### src/rtl/vtx_bram_sched_if.sv
// Bus bundle for the vertex BRAM scheduler: load stream, per-lane read
// requests/responses and the raw BRAM port.
interface vtx_bram_sched_if #(
  parameter int N_REQ  = 4,
  parameter int ADDR_W = 12,
  parameter int DATA_W = 32
);
  // Handshakes: a transfer happens in a cycle where valid&ready are both 1;
  // ready may depend combinationally on valid, and responses have no ready.
  logic                          ld_valid;
  logic [511:0]                  ld_data;
  logic                          ld_last;
  logic                          ld_ready;
  logic [N_REQ-1:0]              req_valid;
  logic [N_REQ*(ADDR_W+4)-1:0]   req_addr;
  logic [N_REQ-1:0]              req_ready;
  logic [N_REQ-1:0]              rsp_valid;
  logic [DATA_W-1:0]             rsp_data;
  logic [511:0]                  bram_data_in;
  logic                          bram_we;
  logic [ADDR_W+3:0]             bram_r_addr;
  logic [DATA_W-1:0]             bram_data_out;
  logic                          load_done;
  logic                          busy;

  modport slave (
    input  ld_valid, ld_data, ld_last, req_valid, req_addr, bram_data_out,
    output ld_ready, req_ready, rsp_valid, rsp_data, bram_data_in, bram_we,
           bram_r_addr, load_done, busy
  );

  modport master (
    output ld_valid, ld_data, ld_last, req_valid, req_addr, bram_data_out,
    input  ld_ready, req_ready, rsp_valid, rsp_data, bram_data_in, bram_we,
           bram_r_addr, load_done, busy
  );
endinterface

### src/rtl/vtx_bram_sched.sv
// Load/serve scheduler for the 16-bank vertex BRAM with a round-robin read port.
// Define VTX_SCHED_STATS_EN to add the grant_cnt/stall_cnt statistics outputs.
module vtx_bram_sched #(
  parameter int N_REQ  = 4,
  parameter int ADDR_W = 12,
  parameter int DATA_W = 32,
  parameter int RD_LAT = 2
) (
  input  logic                  clk,
  input  logic                  rst,
  vtx_bram_sched_if.slave       bus,
  output logic [1:0]            state_dbg
`ifdef VTX_SCHED_STATS_EN
  ,
  output logic [31:0]           grant_cnt,
  output logic [31:0]           stall_cnt
`endif
);
  localparam int WA_W  = ADDR_W + 4;
  localparam int PTR_W = (N_REQ > 1) ? $clog2(N_REQ) : 1;

  typedef enum logic [1:0] {IDLE = 2'd0, LOAD = 2'd1, SERVE = 2'd2, DRAIN = 2'd3} state_t;

  state_t            state, state_nxt;
  logic [PTR_W-1:0]  rr_ptr, rr_nxt;
  logic [RD_LAT-1:0] pipe_v;
  logic [PTR_W-1:0]  pipe_lane [RD_LAT];
  logic [WA_W-1:0]   lane_addr [N_REQ];
  logic              ld_rdy, ld_acc, gnt_found, grant, in_flight;
  logic [PTR_W-1:0]  gnt_idx, idx;

  for (genvar i = 0; i < N_REQ; i++) begin : g_lane
    assign lane_addr[i] = bus.req_addr[i*WA_W +: WA_W];
  end

  assign state_dbg = state;
  assign in_flight = |pipe_v;
  assign ld_rdy    = !rst && (state == IDLE || state == LOAD);
  assign ld_acc    = ld_rdy && bus.ld_valid;
  // A pending reload blocks new grants in the very cycle it is seen.
  assign grant     = !rst && (state == SERVE) && !bus.ld_valid && gnt_found;

  // Scan downward so the lane closest to rr_ptr is the last (winning) write.
  always_comb begin
    gnt_found = 1'b0;
    gnt_idx   = '0;
    idx       = '0;
    for (int k = N_REQ - 1; k >= 0; k--) begin
      idx = PTR_W'((int'(rr_ptr) + k) % N_REQ);
      if (bus.req_valid[idx]) begin
        gnt_found = 1'b1;
        gnt_idx   = idx;
      end
    end
  end

  always_comb begin
    state_nxt = state;
    rr_nxt    = rr_ptr;
    case (state)
      IDLE:    if (ld_acc) state_nxt = bus.ld_last ? SERVE : LOAD;
      LOAD:    if (ld_acc && bus.ld_last) state_nxt = SERVE;
      SERVE:   if (bus.ld_valid) state_nxt = DRAIN;
      DRAIN:   if (!in_flight) state_nxt = LOAD;
      default: state_nxt = IDLE;
    endcase
    if (grant) rr_nxt = (gnt_idx == PTR_W'(N_REQ - 1)) ? '0 : gnt_idx + PTR_W'(1);
  end

  // Every output is forced low while rst is high, even though state is registered.
  always_comb begin
    bus.ld_ready     = ld_rdy;
    bus.bram_we      = ld_acc;
    bus.bram_data_in = ld_acc ? bus.ld_data : '0;
    bus.req_ready    = '0;
    bus.bram_r_addr  = '0;
    bus.rsp_valid    = '0;
    bus.rsp_data     = '0;
    bus.load_done    = !rst && (state == SERVE);
    bus.busy         = !rst && in_flight;
    if (grant) begin
      bus.req_ready[gnt_idx] = 1'b1;
      bus.bram_r_addr        = lane_addr[gnt_idx];
    end
    if (!rst && pipe_v[RD_LAT-1]) begin
      bus.rsp_valid[pipe_lane[RD_LAT-1]] = 1'b1;
      bus.rsp_data                       = bus.bram_data_out;
    end
  end

  always_ff @(posedge clk) begin
    if (rst) begin
      state  <= IDLE;
      rr_ptr <= '0;
      pipe_v <= '0;
      for (int i = 0; i < RD_LAT; i++) pipe_lane[i] <= '0;
    end else begin
      state        <= state_nxt;
      rr_ptr       <= rr_nxt;
      pipe_v[0]    <= grant;
      pipe_lane[0] <= gnt_idx;
      for (int i = 1; i < RD_LAT; i++) begin
        pipe_v[i]    <= pipe_v[i-1];
        pipe_lane[i] <= pipe_lane[i-1];
      end
    end
  end

`ifdef VTX_SCHED_STATS_EN
  logic stall_cyc;
  assign stall_cyc = !rst && (state == SERVE || state == DRAIN) &&
                     |(bus.req_valid & ~bus.req_ready);

  always_ff @(posedge clk) begin
    if (rst) begin
      grant_cnt <= '0;
      stall_cnt <= '0;
    end else begin
      if (grant)     grant_cnt <= grant_cnt + 32'd1;
      if (stall_cyc) stall_cnt <= stall_cnt + 32'd1;
    end
  end
`endif
endmodule

### src/flat_wrapper.sv
// flat-port wrapper written by rule: the top's interface ports become plain ports
module vtx_bram_sched_flat 
#(
  parameter int N_REQ  = 4,
  parameter int ADDR_W = 12,
  parameter int DATA_W = 32,
  parameter int RD_LAT = 2
)
  (clk, rst, state_dbg, bus_ld_valid, bus_ld_data, bus_ld_last, bus_req_valid, bus_req_addr, bus_bram_data_out, bus_ld_ready, bus_req_ready, bus_rsp_valid, bus_rsp_data, bus_bram_data_in, bus_bram_we, bus_bram_r_addr, bus_load_done, bus_busy);
  vtx_bram_sched_if #(.N_REQ(N_REQ), .ADDR_W(ADDR_W), .DATA_W(DATA_W)) bus_i ();
  input  logic clk;
  input  logic rst;
  output logic [1:0] state_dbg;
  input wire logic [$bits(bus_i.ld_valid)-1:0] bus_ld_valid;
  input wire logic [$bits(bus_i.ld_data)-1:0] bus_ld_data;
  input wire logic [$bits(bus_i.ld_last)-1:0] bus_ld_last;
  input wire logic [$bits(bus_i.req_valid)-1:0] bus_req_valid;
  input wire logic [$bits(bus_i.req_addr)-1:0] bus_req_addr;
  input wire logic [$bits(bus_i.bram_data_out)-1:0] bus_bram_data_out;
  output wire logic [$bits(bus_i.ld_ready)-1:0] bus_ld_ready;
  output wire logic [$bits(bus_i.req_ready)-1:0] bus_req_ready;
  output wire logic [$bits(bus_i.rsp_valid)-1:0] bus_rsp_valid;
  output wire logic [$bits(bus_i.rsp_data)-1:0] bus_rsp_data;
  output wire logic [$bits(bus_i.bram_data_in)-1:0] bus_bram_data_in;
  output wire logic [$bits(bus_i.bram_we)-1:0] bus_bram_we;
  output wire logic [$bits(bus_i.bram_r_addr)-1:0] bus_bram_r_addr;
  output wire logic [$bits(bus_i.load_done)-1:0] bus_load_done;
  output wire logic [$bits(bus_i.busy)-1:0] bus_busy;
  assign bus_i.ld_valid = bus_ld_valid;
  assign bus_i.ld_data = bus_ld_data;
  assign bus_i.ld_last = bus_ld_last;
  assign bus_i.req_valid = bus_req_valid;
  assign bus_i.req_addr = bus_req_addr;
  assign bus_i.bram_data_out = bus_bram_data_out;
  assign bus_ld_ready = bus_i.ld_ready;
  assign bus_req_ready = bus_i.req_ready;
  assign bus_rsp_valid = bus_i.rsp_valid;
  assign bus_rsp_data = bus_i.rsp_data;
  assign bus_bram_data_in = bus_i.bram_data_in;
  assign bus_bram_we = bus_i.bram_we;
  assign bus_bram_r_addr = bus_i.bram_r_addr;
  assign bus_load_done = bus_i.load_done;
  assign bus_busy = bus_i.busy;
  vtx_bram_sched #(.N_REQ(N_REQ), .ADDR_W(ADDR_W), .DATA_W(DATA_W), .RD_LAT(RD_LAT)) u_core (.clk(clk), .rst(rst), .bus(bus_i), .state_dbg(state_dbg));
endmodule
### config.mk
export PLATFORM = sky130hd
export DESIGN_NAME = vtx_bram_sched_flat
export DESIGN_NICKNAME = d
export VERILOG_FILES = /design/src/rtl/vtx_bram_sched_if.sv /design/src/rtl/vtx_bram_sched.sv /design/src/flat_wrapper.sv
export SDC_FILE = /design/constraint.sdc
export NUM_CORES = 1
export LEC_CHECK = 0
export CAP_MARGIN = 5
export CORE_AREA = 2 2 465 467
export DETAILED_ROUTE_END_ITERATION = 16
export DIE_AREA = 0 0 467 469
export PLACE_DENSITY = 0.3
export SYNTH_ARGS = -nofsm -noshare
export SYNTH_HDL_FRONTEND = slang
export SYNTH_SLANG_ARGS = --single-unit
### constraint.sdc
create_clock -name clk -period 2.6 [get_ports clk]
set_input_delay 0.52 -clock clk [delete_from_list [all_inputs] [get_ports clk]]
set_output_delay 0.52 -clock clk [all_outputs]
set_load 0.03 [all_outputs]
Figure 1. M1 wires (run 1).
Scale bar: 100 um. Supply wires on this layer in gray.
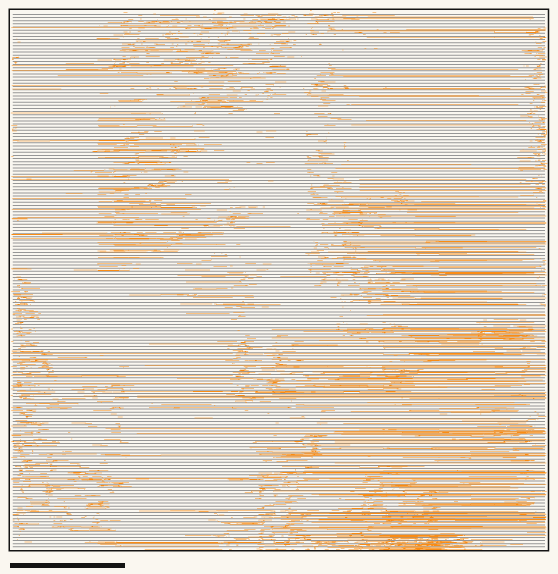
share of all routed wire: 29%
main direction: horizontal
wire length on this layer: 54.4 mm

Figure 2. The metal 2 layer (run 1).
Scale bar: 100 um.
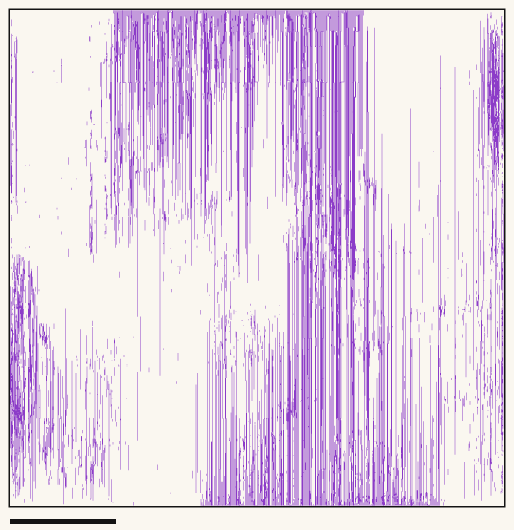
nets with wire on the layer: 2453
wire length on this layer: 90.2 mm
share of all routed wire: 48%
longest straight run: 414 um
main direction: vertical

Figure 3. The metal 3 layer (run 1).
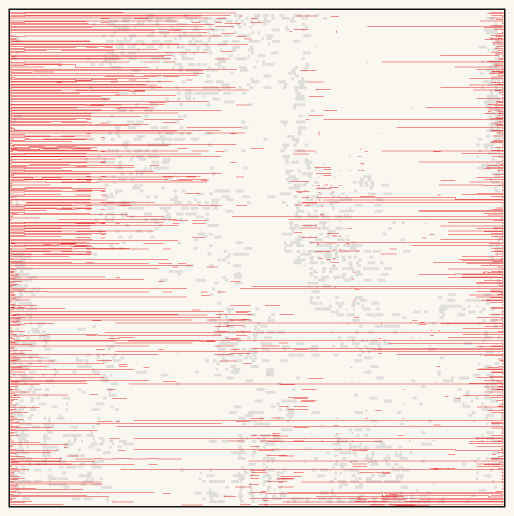
share of all routed wire: 21%
nets with wire on the layer: 776
longest straight run: 376 um
main direction: horizontal

==> flow_metrics.tcl, run 1 <==
# flow metrics
set metrics [dict create \
    status "completed" \
    buffer_area_frac 0.662 \
    cts_tree "yes" \
    worstSkewPairLatency_ns 0.24 \
    seq_area_frac 0.00783 \
    postSynthCellCount 737 \
    rsz0062_at_grt "true" \
    crit_arrival_ns 2.02 \
    nets 2599 \
    pwr-share-comb 0.956 \
    max_clock_freq_mhz 394 \
    clkSinkCount 10 \
    inverters 7 \
    cts_buffers 3 \
    comb_area_share 0.184 \
    total_power_mw 11.9 \
    cts-root-buf "clkbuf_16" \
    adder_share 0.0232 \
    synthTopLogicFamily "simple AND/OR/NAND/NOR gates" \
    comb_area_um2 4910 \
    regMostFlops "u_core.pipe_lane" \
    top_layer "met5" \
    hold_ws_ns 0.431 \
    most-common-layout-cells "609 x clkdlybuf4s50_1, 466 x buf_12, 414 x and2_1, 169 x buf_4, 131 x and2_4" \
    grt.busiest_layer "met2" \
    wl_per_cell_um 38.4 \
    syn_to_final_growth_pct 450 \
    post_cts_buffers 13 \
    met1_usage 0.139 \
    holdBufCountCts 0 \
    vias_per_cell 2.45 \
    finalWorstSetupSlack_ns 0.0608 \
    xor_share 0 \
    dp_cells 4774 \
    yosys-stat-cells 737 \
    hpwl_um 177000 \
    postSynthAreaPerCell_um2 6.58 \
    ys_seq_share 0.0413 \
    synthFlopType "dfxtp_1" \
    cp-end-kind "output pin" \
    ys.warnings.count 0 \
    fp_util 0.0227 \
    power-top-group "combinational logic" \
    wl_um 188000 \
    edf_count 0 \
    fin_area_um2 26700 \
    seq_cells 10 \
    p_clk_frac 0.026 \
    relSlewSlack 0.755 \
    num_vias 12000 \
    switchingPower_mw 5.70 \
    cp.required_ns 2.08 \
    postRouteAntennaNets 0 \
    dr.pass1.iters 4 \
    worst_r2r_path_depth 8 \
    leakage_nw 9.93 \
    worst_pin_slew_ns 0.364 \
    final_common_cell "clkdlybuf4s50_1" \
    clkSlewWorstSetupHoldPaths_ns 0.04 \
    dieArea_um2 219000 \
    yosys.area_share.simple 0.753 \
    yosys.area.top_type "and2_1" \
    aoi_share 0.0415 \
    syn_nets 1362 \
    critPathBufInv 6 \
    p_clk_mw 0.308 \
    slew_viol_final 0 \
    crit_start "u_core.state_dbg[0]$_SDFFE_PP0P_" \
    swShare 0.478 \
    grtUsageMet2 0.279 \
    crit_top_cell "buf_12" \
    yosysMostFrequentCell "and2_1" \
    drc 0 \
    wl_met3_um 38900 \
    whs_path_depth 1 \
    p_per_area_nw_per_um2 447 \
    reg2reg_from "u_core.rr_ptr[1]$_SDFFE_PP0P_" \
    cpPeakStageDelay_ns 0.33 \
    p_seq_mw 0.213 \
    drt_iter0_markers 434 \
    p_seq_frac 0.018 \
    post_cts_resized 153 \
]
==> run 2: changes to the inputs <==
--- a/config.mk
+++ b/config.mk
@@ -6,9 +6,9 @@
 export NUM_CORES = 1
 export LEC_CHECK = 0
 export CAP_MARGIN = 5
-export CORE_AREA = 2 2 465 467
+export CORE_AREA = 3 3 466 468
 export DETAILED_ROUTE_END_ITERATION = 16
-export DIE_AREA = 0 0 467 469
+export DIE_AREA = 0 0 469 471
 export PLACE_DENSITY = 0.3
 export SYNTH_ARGS = -nofsm -noshare
 export SYNTH_HDL_FRONTEND = slang
Figure 4. The metal 2 layer (run 2).
Scale bar: 100 um.
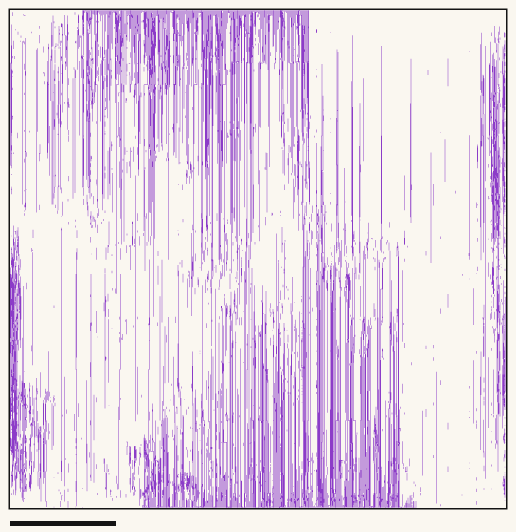
main direction: vertical
nets with wire on the layer: 2454
wire length on this layer: 81.8 mm

Figure 5. Signal wires on met4 (run 2).
Scale bar: 100 um. Supply wires on this layer in gray.
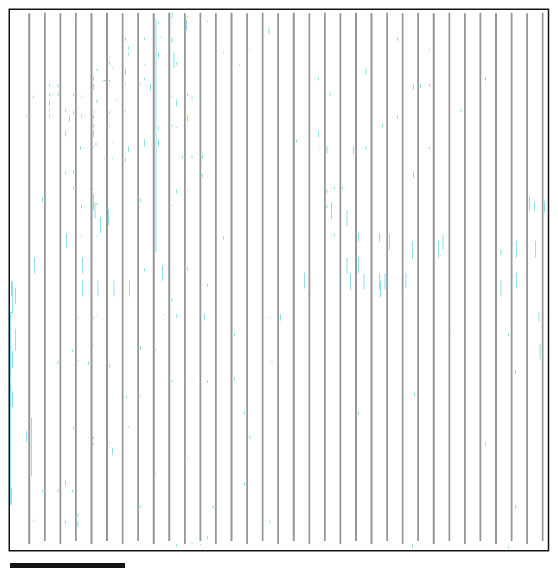
main direction: vertical
nets with wire on the layer: 181
longest straight run: 203 um
share of all routed wire: 0.81%

Figure 6. The metal 3 layer (run 2).
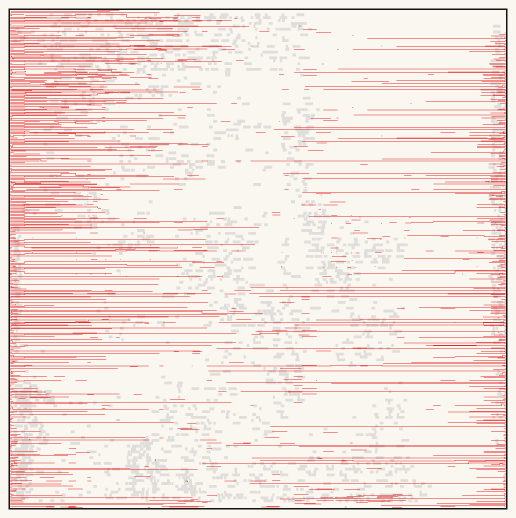
longest straight run: 281 um
wire length on this layer: 39.8 mm
main direction: horizontal

==> flow_metrics.tcl, run 2 <==
# flow metrics
set metrics [dict create \
    hpwl_um 175000 \
    adder_share 0.0232 \
    seq_area_frac 0.00775 \
    clkSinkCount 10 \
    yosys.area.top_type "and2_1" \
    p_per_area_nw_per_um2 442 \
    fin_area_um2 27000 \
    yosysMostFrequentCell "and2_1" \
    status "completed" \
    drt_iter0_markers 425 \
    inverters 7 \
    p_clk_frac 0.026 \
    wl_per_cell_um 37.7 \
    most-common-layout-cells "611 x clkdlybuf4s50_1, 479 x buf_12, 404 x and2_1, 154 x buf_4, 138 x and2_4" \
    relSlewSlack 0.763 \
    holdBufCountCts 0 \
    cpPeakStageDelay_ns 0.37 \
    xor_share 0 \
    regMostFlops "u_core.pipe_lane" \
    cts_buffers 3 \
    p_seq_mw 0.225 \
    slew_viol_final 0 \
    syn_to_final_growth_pct 456 \
    synthTopLogicFamily "simple AND/OR/NAND/NOR gates" \
    ys.warnings.count 0 \
    crit_top_cell "buf_12" \
    p_clk_mw 0.306 \
    post_cts_buffers 10 \
    critPathBufInv 4 \
    rsz0062_at_grt "true" \
    post_cts_resized 177 \
    wl_met3_um 39800 \
    dp_cells 4770 \
    yosys-stat-cells 737 \
    synthFlopType "dfxtp_1" \
    cts-root-buf "clkbuf_16" \
    met1_usage 0.145 \
    drc 0 \
    grt.busiest_layer "met2" \
    worst_r2r_path_depth 8 \
    reg2reg_from "u_core.rr_ptr[0]$_SDFFE_PP0P_" \
    total_power_mw 11.9 \
    comb_area_um2 5080 \
    nets 2597 \
    crit_arrival_ns 2.06 \
    postSynthAreaPerCell_um2 6.58 \
]
==> run 3: changes to the inputs <==
--- a/config.mk
+++ b/config.mk
@@ -9,6 +9,7 @@
 export CORE_AREA = 3 3 466 468
 export DETAILED_ROUTE_END_ITERATION = 16
 export DIE_AREA = 0 0 469 471
+export GPL_TIMING_DRIVEN = 0
 export PLACE_DENSITY = 0.3
 export SYNTH_ARGS = -nofsm -noshare
 export SYNTH_HDL_FRONTEND = slang
==> flow_metrics.tcl, run 3 <==
# flow metrics
set metrics [dict create \
    cp-end-kind "output pin" \
    power-top-group "combinational logic" \
    finalWorstSetupSlack_ns 0.0213 \
    seq_cells 10 \
    cp.required_ns 2.08 \
    p_clk_frac 0.030 \
    status "completed" \
    postSynthCellCount 737 \
    reg2reg_from "u_core.state_dbg[0]$_SDFFE_PP0P_" \
    worst_r2r_path_depth 10 \
    crit_start "u_core.state_dbg[1]$_SDFFE_PP0P_" \
    comb_area_share 0.233 \
    clkSinkCount 10 \
    cts_buffers 3 \
    hold_ws_ns 0.436 \
    buffer_area_frac 0.566 \
    total_power_mw 9.10 \
    leakage_nw 8.40 \
    dp_cells 4764 \
    wl_met3_um 34800 \
    syn_to_final_growth_pct 315 \
    p_per_area_nw_per_um2 452 \
    critPathBufInv 5 \
    fin_area_um2 20100 \
    whs_path_depth 1 \
    hpwl_um 176000 \
    postRouteAntennaNets 0 \
    ys_seq_share 0.0413 \
    grt.busiest_layer "met2" \
    swShare 0.599 \
    worst_pin_slew_ns 0.532 \
    relSlewSlack 0.647 \
    final_common_cell "clkdlybuf4s50_1" \
    nets 2583 \
    yosys-stat-cells 737 \
    yosys.area.top_type "and2_1" \
    pwr-share-comb 0.945 \
    met1_usage 0.163 \
    yosysMostFrequentCell "and2_1" \
    yosys.area_share.simple 0.753 \
    inverters 7 \
    fp_util 0.0227 \
    slew_viol_final 0 \
    switchingPower_mw 5.45 \
    synthFlopType "dfxtp_1" \
    cts-root-buf "clkbuf_16" \
    clkSlewWorstSetupHoldPaths_ns 0.04 \
    dr.pass1.iters 5 \
    drc 0 \
    top_layer "met5" \
    ys.warnings.count 0 \
    cpPeakStageDelay_ns 0.36 \
    post_cts_resized 3246 \
    adder_share 0.0232 \
    xor_share 0 \
    crit_arrival_ns 2.06 \
    wl_um 186000 \
    p_seq_frac 0.025 \
    cts_tree "yes" \
    syn_nets 1362 \
    holdBufCountCts 0 \
    dieArea_um2 221000 \
    aoi_share 0.0415 \
    edf_count 0 \
]
Figure 7. The metal 3 layer (run 3).
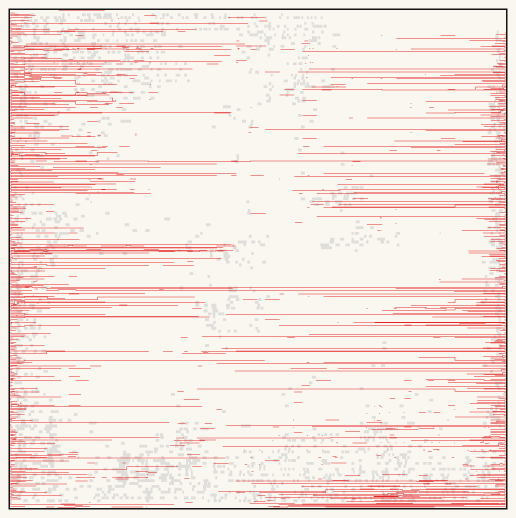
main direction: horizontal
nets with wire on the layer: 728
share of all routed wire: 19%
longest straight run: 428 um

Figure 8. Signal wires on met4 (run 3).
Scale bar: 100 um. Supply wires on this layer in gray.
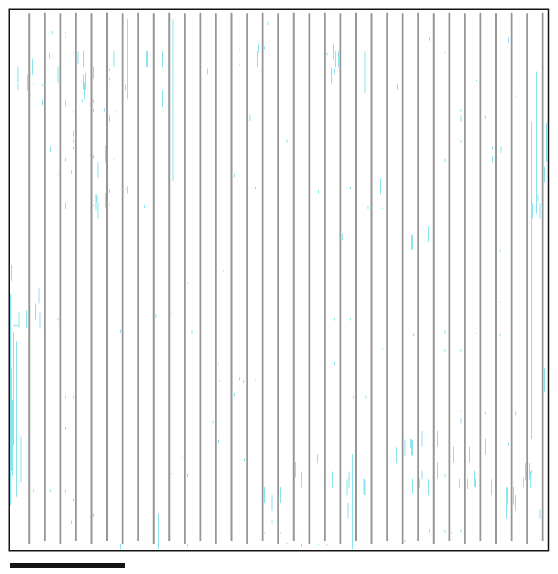
wire length on this layer: 2780 um
longest straight run: 277 um
share of all routed wire: 1.5%
main direction: vertical

Figure 9. Routing congestion map (run 3).
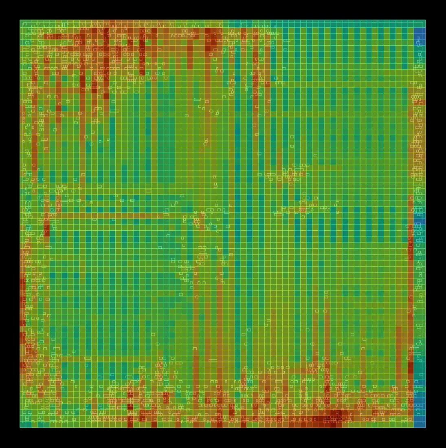
routing usage on met2: 0.257
Layout Utilization: 0.0941
met3 Track Usage GR: 0.138
routed len/inst: 38.2 um

Power and IR drop assume default switching activity.
